$ cat src/rtl/adder_pkg.sv
// Shared definitions for the serial adder: FSM state encoding and the default
// operand width.
package adder_pkg;

  localparam int ADDER_WIDTH_DEFAULT = 8;

  typedef enum logic [1:0] {
    IDLE  = 2'd0,
    SHIFT = 2'd1,
    DONE  = 2'd2
  } adder_state_t;

endpackage : adder_pkg

$ cat src/rtl/full_adder_cell.sv
// Combinational full adder built from two half adders. The second stage adds
// the carry-in, and the two partial carries are ORed together.
module full_adder_cell (
  input  logic a,
  input  logic b,
  input  logic ci,
  output logic s,
  output logic co
);

  logic w_s0;
  logic w_c0;
  logic w_c1;

  half_adder u_ha_ab (
    .a (a),
    .b (b),
    .s (w_s0),
    .c (w_c0)
  );

  half_adder u_ha_ci (
    .a (w_s0),
    .b (ci),
    .s (s),
    .c (w_c1)
  );

  // The two partial carries can never both be high, so OR is exact.
  assign co = w_c0 | w_c1;

endmodule : full_adder_cell

$ cat src/rtl/half_adder.sv
// One-bit half adder: sum is the XOR of the inputs, carry is the AND.
module half_adder (
  input  logic a,
  input  logic b,
  output logic s,
  output logic c
);

  assign s = a ^ b;
  assign c = a & b;

endmodule : half_adder

$ cat src/rtl/serial_adder.sv
// Bit-serial adder that processes the operands LSB-first, one bit per clock, through a single full-adder cell.
// Operands and results are transferred over valid/ready handshakes.
module serial_adder
  import adder_pkg::*;
#(
  parameter int WIDTH = ADDER_WIDTH_DEFAULT
) (
  input  logic             clk,
  input  logic             rst,
  input  logic             in_valid,
  output logic             in_ready,
  input  logic [WIDTH-1:0] a,
  input  logic [WIDTH-1:0] b,
  input  logic             cin,
  output logic             out_valid,
  input  logic             out_ready,
  output logic [WIDTH-1:0] sum,
  output logic             cout,
  output logic             busy
);

  localparam int CNT_W = (WIDTH > 1) ? $clog2(WIDTH) : 1;
  localparam logic [CNT_W-1:0] LAST_BIT = CNT_W'(WIDTH - 1);

  adder_state_t     r_state;
  adder_state_t     w_state_next;
  logic [WIDTH-1:0] r_a;
  logic [WIDTH-1:0] r_b;
  logic [WIDTH-1:0] r_sum;
  logic             r_carry;
  logic [CNT_W-1:0] r_cnt;

  logic w_accept;
  logic w_release;
  logic w_last;
  logic w_bit_sum;
  logic w_bit_carry;

  assign w_accept  = (r_state == IDLE)  && in_valid;
  assign w_release = (r_state == DONE)  && out_ready;
  assign w_last    = (r_state == SHIFT) && (r_cnt == LAST_BIT);

  full_adder_cell u_fa (
    .a  (r_a[0]),
    .b  (r_b[0]),
    .ci (r_carry),
    .s  (w_bit_sum),
    .co (w_bit_carry)
  );

  // NOTE: state registers use non-blocking assignments so that every flop
  // samples the pre-edge values, regardless of the order of the statements.
  always_ff @(posedge clk) begin
    if (rst) begin
      r_state <= IDLE;
    end else begin
      r_state <= w_state_next;
    end
  end

  // NOTE: every output of this block gets a default first, so that no path
  // leaves a variable unassigned and no latch is inferred.
  always_comb begin
    w_state_next = r_state;
    unique case (r_state)
      IDLE:    if (in_valid)  w_state_next = SHIFT;
      SHIFT:   if (w_last)    w_state_next = DONE;
      DONE:    if (out_ready) w_state_next = IDLE;
      default:                w_state_next = IDLE;
    endcase
  end

  always_ff @(posedge clk) begin
    if (rst) begin
      r_a     <= '0;
      r_b     <= '0;
      r_sum   <= '0;
      r_carry <= 1'b0;
      r_cnt   <= '0;
    end else if (w_accept) begin
      r_a     <= a;
      r_b     <= b;
      r_sum   <= '0;
      r_carry <= cin;
      r_cnt   <= '0;
    end else if (r_state == SHIFT) begin
      // Each new bit enters at the MSB. After WIDTH shifts, bit 0 lands at the LSB.
      r_sum   <= {w_bit_sum, r_sum[WIDTH-1:1]};
      r_a     <= r_a >> 1;
      r_b     <= r_b >> 1;
      r_carry <= w_bit_carry;
      r_cnt   <= r_cnt + CNT_W'(1);
    end else if (w_release) begin
      r_sum   <= '0;
      r_carry <= 1'b0;
      r_cnt   <= '0;
    end
  end

  // Handshake and result outputs depend only on registered state.
  assign in_ready  = (r_state == IDLE);
  assign out_valid = (r_state == DONE);
  assign busy      = (r_state != IDLE);
  assign sum       = (r_state == DONE) ? r_sum : '0;
  assign cout      = (r_state == DONE) ? r_carry : 1'b0;

endmodule : serial_adder
$ cat config.mk
export PLATFORM = sky130hd
export DESIGN_NAME = serial_adder
export DESIGN_NICKNAME = d
export VERILOG_FILES = /design/src/rtl/adder_pkg.sv /design/src/rtl/full_adder_cell.sv /design/src/rtl/half_adder.sv /design/src/rtl/serial_adder.sv
export SDC_FILE = /design/constraint.sdc
export NUM_CORES = 1
export LEC_CHECK = 0
export ABC_AREA = 1
export CAP_MARGIN = 25
export CORE_MARGIN = 3
export CORE_UTILIZATION = 25
export DETAILED_ROUTE_END_ITERATION = 10
export MAX_ROUTING_LAYER = met4
export PLACE_DENSITY = 0.5
export SETUP_SLACK_MARGIN = 0.2
export SLEW_MARGIN = 20
export SYNTH_ARGS = -nofsm -noshare
export SYNTH_HDL_FRONTEND = slang
export SYNTH_HIERARCHICAL = 1
export SYNTH_SLANG_ARGS = --single-unit
export TNS_END_PERCENT = 20
$ cat constraint.sdc
create_clock -name clk -period 1.3 [get_ports clk]
set_input_delay 0.13 -clock clk [delete_from_list [all_inputs] [get_ports clk]]
set_output_delay 0.13 -clock clk [all_outputs]
set_load 0.005 [all_outputs]
**Run 1: cells coloured by class**

Scale: 8 px per µm.
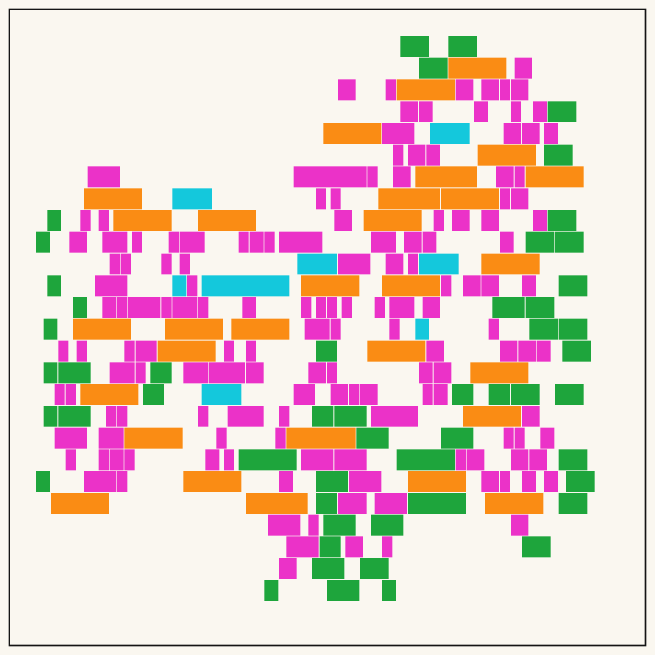
legend:
  clock drivers and dummy loads:
    colour: cyan
    cells: 8
    share_of_their_area: 5.2%
  other buffers and delay cells:
    colour: green
    cells: 52
    share_of_their_area: 23%
  all other logic:
    colour: magenta
    cells: 150
    share_of_their_area: 43%
  flip-flops:
    colour: orange
    cells: 30
    share_of_their_area: 29%

**Run 1: layout detail**

Window x 29 to 79, y 29 to 79 µm. Cells in grey, sequential cells in the stronger grey; small squares are vias.
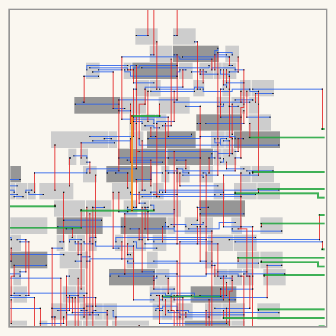
legend:
  met3:
    colour: green
  met1:
    colour: blue
  met2:
    colour: red
  met4:
    colour: orange
sequential cells in the window: 15
netlist names of flops here include: r_b (8), r_a (5)
most frequent: nand2_1 (18), nand2_2 (15), clkdlybuf4s50_1 (15)
cells with their middle in the window: 115

==> flow_metrics.tcl, run 1 <==
# collected from the flow reports
set metrics [dict create \
    hp-start "a[7]" \
    cts_tree "yes" \
    common_cells "nand2_1, dfxtp_1, nand3_1" \
    ys_cells 189 \
    finalSetupViolCount 10 \
    wl_mm 3.773 \
    synthToLayoutAreaGrowth_pct 63.53 \
    grt_pass1_wl_mm 6.665 \
    h-tree-depth 2 \
    yosysMostFrequentCell "nand2_1" \
    regArea_um2 608.1 \
    path_clk_slew_ns 0.07 \
    max_stage_delay_ns 0.34 \
    path_buffers 5 \
    num-fill-cells 549 \
    relSlewSlack_pct 79.52 \
    async_reset_ff_share_pct 0 \
    postCtsHoldBufs 0 \
    setup_ws_ns -0.1328 \
    fp.dieW_um 79.35 \
    ant_nets 0 \
    final-instance-count-excl-fill 310 \
    cts_buffer_depth 2 \
    synth-main-ff-cell "dfxtp_1" \
    peakVddDrop_mv 0.5634 \
    end_kind "output port" \
    finalClockPeriodUsage_pct 110.2 \
    period_needed_ns 1.433 \
    path_class "reg2out" \
    status "finished, violations left" \
    synthSimpleGateAreaFrac_pct 30.33 \
    tightest_slew_ns 0.3062 \
    antenna_cells 0 \
    synth_warnings 6 \
    post-synth-top-area-cell "dfxtp_1" \
    rsz0062_at_grt "yes" \
    failed_checks "setup timing" \
    grt-ovfl-total 0 \
    ys_sh_mux_pct 0 \
    fp_util_pct 26.17 \
]
**Run 1: metal 3**

Scale: 6 px per µm. Cells faint in the background.
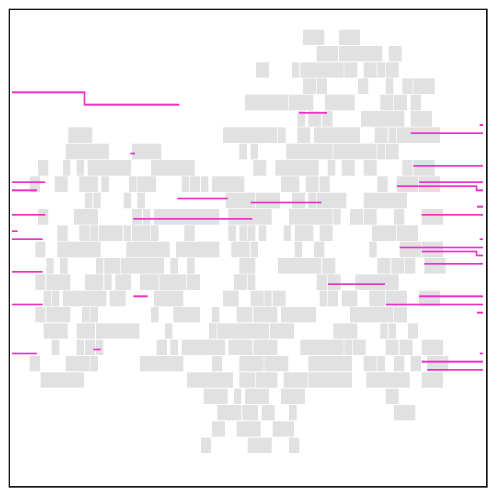
longest straight run: 19.5 µm
main direction: horizontal
wire length on this layer: 258 µm

**Run 1: clock nets**

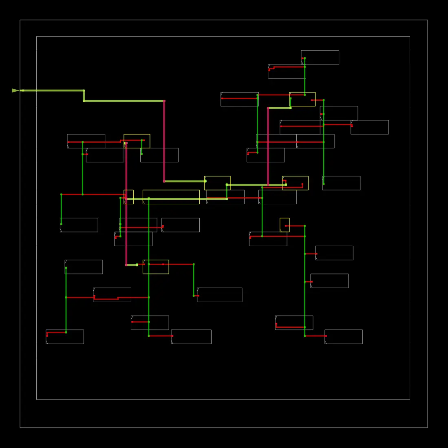
worst clock skew: 0.006423 ns
clock latency at the later pin of the worst-skew pair: 0.28 ns
clock buf count: 5
clock sinks: 30
CTS buffer count: 5

==> run 1: per-stage QoR <==
| step | util (%) | setup TNS, ns | worst slack (ns) | instance area (µm²) | hold WS [ns] |
|---|---|---|---|---|---|
| after floorplan | - | 0 | 0.1997 | 1361 | 0.2730 |
| after global placement | 35.95 | -0.3067 | -0.04789 | 1848 | 0.4514 |
| after detailed placement | 35.95 | -0.3229 | -0.02950 | 1848 | 0.4549 |
| after CTS | 40.68 | -1.455 | -0.1812 | 2091 | 0.4314 |
| after global routing | 42.79 | -2.143 | -0.2184 | 2200 | 0.4506 |
| final | 42.79 | -0.3670 | -0.1328 | 2200 | 0.4396 |
==> run 1: worst paths after layout <==
kind / depth (start not counted) / to / slack, ns
max: 7 / sum[1] / -0.13
min reg2reg: 2 / r_a[7] / 0.45
max reg2reg: 7 / r_state[1] / 0
min: 3 / r_a[7] / 0.44
==> run 1: layout by cell type (no fill, tap or decap), types with 2 or more instances in the layout <==
cell	count
nand3_1	15
dfxtp_1	26
clkdlybuf4s50_1	20
clkbuf_2	2
nand2_2	18
buf_12	3
ha_1	2
a21oi_2	8
buf_6	11
nand2_4	3
buf_4	8
a31oi_1	14
dfxtp_2	3
a21oi_1	6
inv_1	12
nand2_1	42
inv_2	2
buf_2	8
nor2_1	6
clkbuf_8	5
nor2_4	9
clkinv_2	2
==> run 1: worst reg2reg max path: cells and delay by family (launching register included) <==
kind	cells	cell delay, ns
AND-OR/OR-AND	1	0.11
buffers and inverters	4	0.45
flip-flops	1	0.34
AND/OR/NAND/NOR	2	0.34
==> run 1: registers in the layout, summed over array words and instances, names as in the netlist <==
signal and cells:
r_a 8, r_b 8, r_carry 1, r_cnt 3
r_state 2, r_sum 8
==> run 1: what timing repair did <==
item	CTS	global route
gates cloned	1	0
buffers inserted	6	2
endpoints found under the hold margin	0	0
pin swaps	29	21
resized	72	45
endpoints found under the setup margin	40	41
==> run 1: cells by family (layout without fill, tap and decap cells) <==
group	after synthesis	in the layout
simple gates	98	98
compound gates	30	30
fa+ha+maj	4	4
buf+inv	27	78
flops	30	30
==> run 1: report_power, final <==
| group | internal, mW | switching (mW) | total, mW |
|---|---|---|---|
| combinational | 0.181 | 0.183 | 0.364 |
| clock | 0.564 | 0.372 | 0.936 |
| sequential | 0.962 | 0.0313 | 0.993 |
| total | 1.71 | 0.587 | 2.29 |
==> run 1: final cells by class <==
type / count / share of cell area, %
clock inverters: 3 / 1.820
flip-flops and latches: 30 / 27.65
well taps: 70 / 3.982
multi-input cells: 132 / 37.03
clock buffers: 5 / 3.129
repair inverters: 1 / 0.3413
repair buffers: 52 / 22.47
inverters: 17 / 3.584
==> run 1: metal layers <==
metal  vias up  routed length [µm]  track usage, %
li1        709                   -               -
met1       614                1821           16.97
met2        37                1639           21.04
met3         7                 257           4.535
met4         0                  54           5.155
met5         -                   0               -
## Run 2: what changed since run 1
--- a/config.mk
+++ b/config.mk
@@ -10,6 +10,7 @@
 export CORE_MARGIN = 3
 export CORE_UTILIZATION = 25
 export DETAILED_ROUTE_END_ITERATION = 10
+export GPL_ROUTABILITY_DRIVEN = 0
 export MAX_ROUTING_LAYER = met4
 export PLACE_DENSITY = 0.5
 export SETUP_SLACK_MARGIN = 0.2
==> run 2 against run 1 <==
  * Largest power group unchanged
  * Hold slack stayed put
  * The flow still finishes with violations (setup timing)
  * Largest cell class unchanged
  * Via count stayed put
  * Register-to-register slack hardly changed
==> flow_metrics.tcl, run 2 <==
# collected from the flow reports
set metrics [dict create \
    antenna_cells 0 \
    path_class "reg2out" \
    cp_max_fo 2 \
    yosysMostFrequentCell "nand2_1" \
    topCombFamilyByArea "simple AND/OR/NAND/NOR gates" \
    leakage_nw 0.8083 \
    cts_buffer_depth 2 \
    intPower_mw 1.707 \
    dp.cells 293 \
    p_comb_share_pct 15.9 \
    finalSetupViolCount 10 \
    synthSimpleGateAreaFrac_pct 30.33 \
    fp.dieW_um 79.35 \
    finalClockPeriodUsage_pct 110.2 \
    chipArea_um2 6296 \
    synthToLayoutAreaGrowth_pct 63.53 \
    final-instance-count-excl-fill 310 \
    post-synth-top-area-cell "dfxtp_1" \
    ys_sh_mux_pct 0 \
    ys_seq_share_pct 44.65 \
    status "finished, violations left" \
    reg.largest.list "r_a (8), r_b (8), r_sum (8)" \
    p_seq_share_pct 43.3 \
    cts_buffers 5 \
    postLayoutCellArea_um2 2200 \
    failed_checks "setup timing" \
    clkPwrFrac_pct 40.8 \
    grt-ovfl-total 0 \
    fp_util_pct 26.17 \
    ys_cells 189 \
    placed_cell_area_um2 1848 \
    postCtsHoldBufs 0 \
    wl_mm 3.773 \
    period_needed_ns 1.433 \
    cts.sinks 30 \
    ant_nets 0 \
    relSlewSlack_pct 79.52 \
    async_reset_ff_share_pct 0 \
    path_clk_slew_ns 0.07 \
    clk-insertion-delay-late_ns 0.28 \
    cts_tree "yes" \
    tightest_slew_ns 0.3062 \
    synth_warnings 6 \
    rsz0062_at_grt "yes" \
    warnings 29 \
    layout_top_cells "nand2_1, dfxtp_1, clkdlybuf4s50_1" \
    common_cells "nand2_1, dfxtp_1, nand3_1" \
    core_area_um2 5140 \
    drt_pass1_iterations 4 \
    fin_setup_tns_ns -0.3670 \
    p_sw_mw 0.5865 \
    finClkSkew_ns 0.006423 \
    peakVddDrop_mv 0.5634 \
    setup_ws_ns -0.1328 \
    lay_top_count "nand2_1" \
    h-tree-depth 2 \
    end_kind "output port" \
]
## run 2: cell counts after synthesis
Identical to the previous run, type by type.
## run 2: final cells by class
cell class                      instances  area [µm²]
Timing Repair inverter                  1       7.507
Inverter                               17       78.83
Timing Repair Buffer                   52       494.2
Sequential cell                        30       608.1
Multi-Input combinational cell        132       814.5
Clock buffer                            5       68.82
Tap cell                               70       87.58
Clock inverter                          3       40.04
Fill cell                             549        2940
## run 2: timing repair
action                     in CTS  in global routing
gates resized                  72                 45
buffers inserted                6                  2
pin swaps                      29                 21
setup endpoints to repair      40                 41
cloned                          1                  0
## run 2: per-layer routing
metal	track usage [%]	wire [µm]	up-vias	part of all wire, %
met1	16.97	1821	614	48
met5	-	0	-	0
met4	5.155	54	0	1.4
met3	4.535	257	7	6.8
li1	-	-	709	-
met2	21.04	1639	37	43
## run 2: kinds of logic (layout without fill, tap and decap cells)
| kind of cell | count (synthesis) | after routing |
|---|---|---|
| and+or+nand+nor | 98 | 98 |
| DFF | 30 | 30 |
| buffers and inverters | 27 | 78 |
| adders and majority gates | 4 | 4 |
| AOI/OAI and AO/OA | 30 | 30 |
## run 2: worst max-delay path, cell delays in order (launching register included)
cell,delay (ns)
dfxtp_2,0.34
inv_2,0.05
nor2_4,0.13
clkinvlp_4,0.12
buf_6,0.12
buf_6,0.10
nor2_4,0.05
buf_2,0.10
## run 2: power by group through the flow
stage / Combinational (mW) / Clock [mW] / Sequential [mW]
floorplan: 0.159 / 0 / 1.00
global placement: 0.310 / 0 / 1.01
detailed placement: 0.309 / 0 / 1.01
CTS: 0.347 / 0.959 / 0.994
global route: 0.401 / 1.01 / 0.999
finish: 0.364 / 0.936 / 0.993
## run 2: metrics by stage
step / util, % / hold WS (ns) / setup WS, ns
2_1_floorplan: - / 0.2730 / 0.1997
3_5_place_dp: 35.95 / 0.4549 / -0.02950
3_3_place_gp: 35.95 / 0.4514 / -0.04789
6_report: 42.79 / 0.4396 / -0.1328
5_1_grt: 42.79 / 0.4506 / -0.2184
4_1_cts: 40.68 / 0.4314 / -0.1812
## run 2: final timing paths
check / slack, ns / cells past startpoint / end / start
worst max-delay path: -0.13 / 7 / sum[1] / r_state[1]
worst min-delay path: 0.44 / 3 / r_a[7] / a[7]
worst max register to register: 0 / 7 / r_state[1] / r_state[1]
worst min register to register: 0.45 / 2 / r_a[7] / r_a[7]
**Run 2: clock nets**

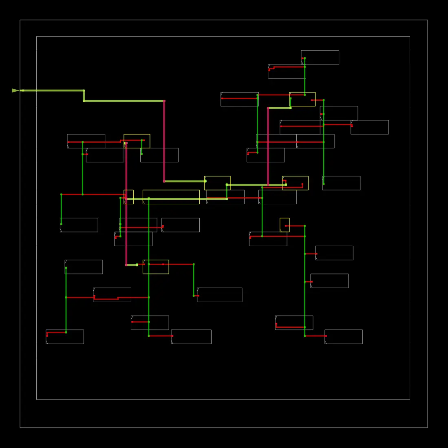
P_clk: 0.936 mW
Seq Cell Count: 30

**Run 2: cells coloured by class**

Scale: 8 px per µm.
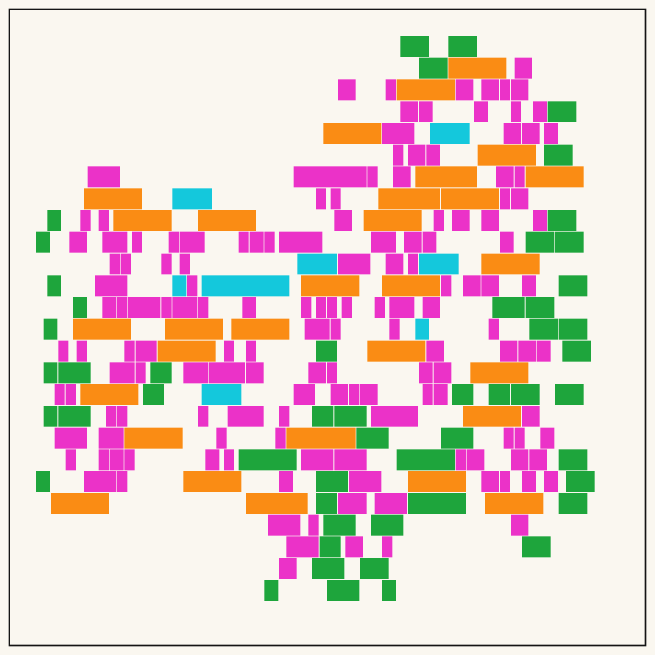
legend:
  flip-flops:
    colour: orange
    cells: 30
    share_of_their_area: 29%
  all other logic:
    colour: magenta
    cells: 150
    share_of_their_area: 43%
  clock drivers and dummy loads:
    colour: cyan
    cells: 8
    share_of_their_area: 5.2%
  other buffers and delay cells:
    colour: green
    cells: 52
    share_of_their_area: 23%

**Run 2: pin map**

Scale: 4 px per µm. Pins as bars across the die edge, other pins in grey.
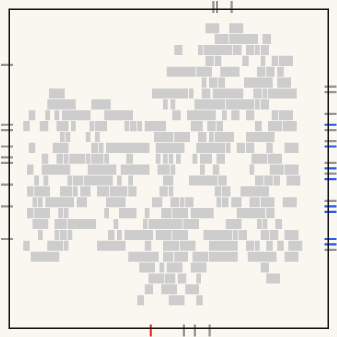
legend:
  cout:
    colour: red
    pins: 1
    direction: output
    edge: bottom
  a:
    colour: blue
    pins: 8
    direction: input
    edge: right
all pins by edge: 17 right, 9 left, 4 bottom, 3 top

Power is estimated from default activity; no workload was simulated.
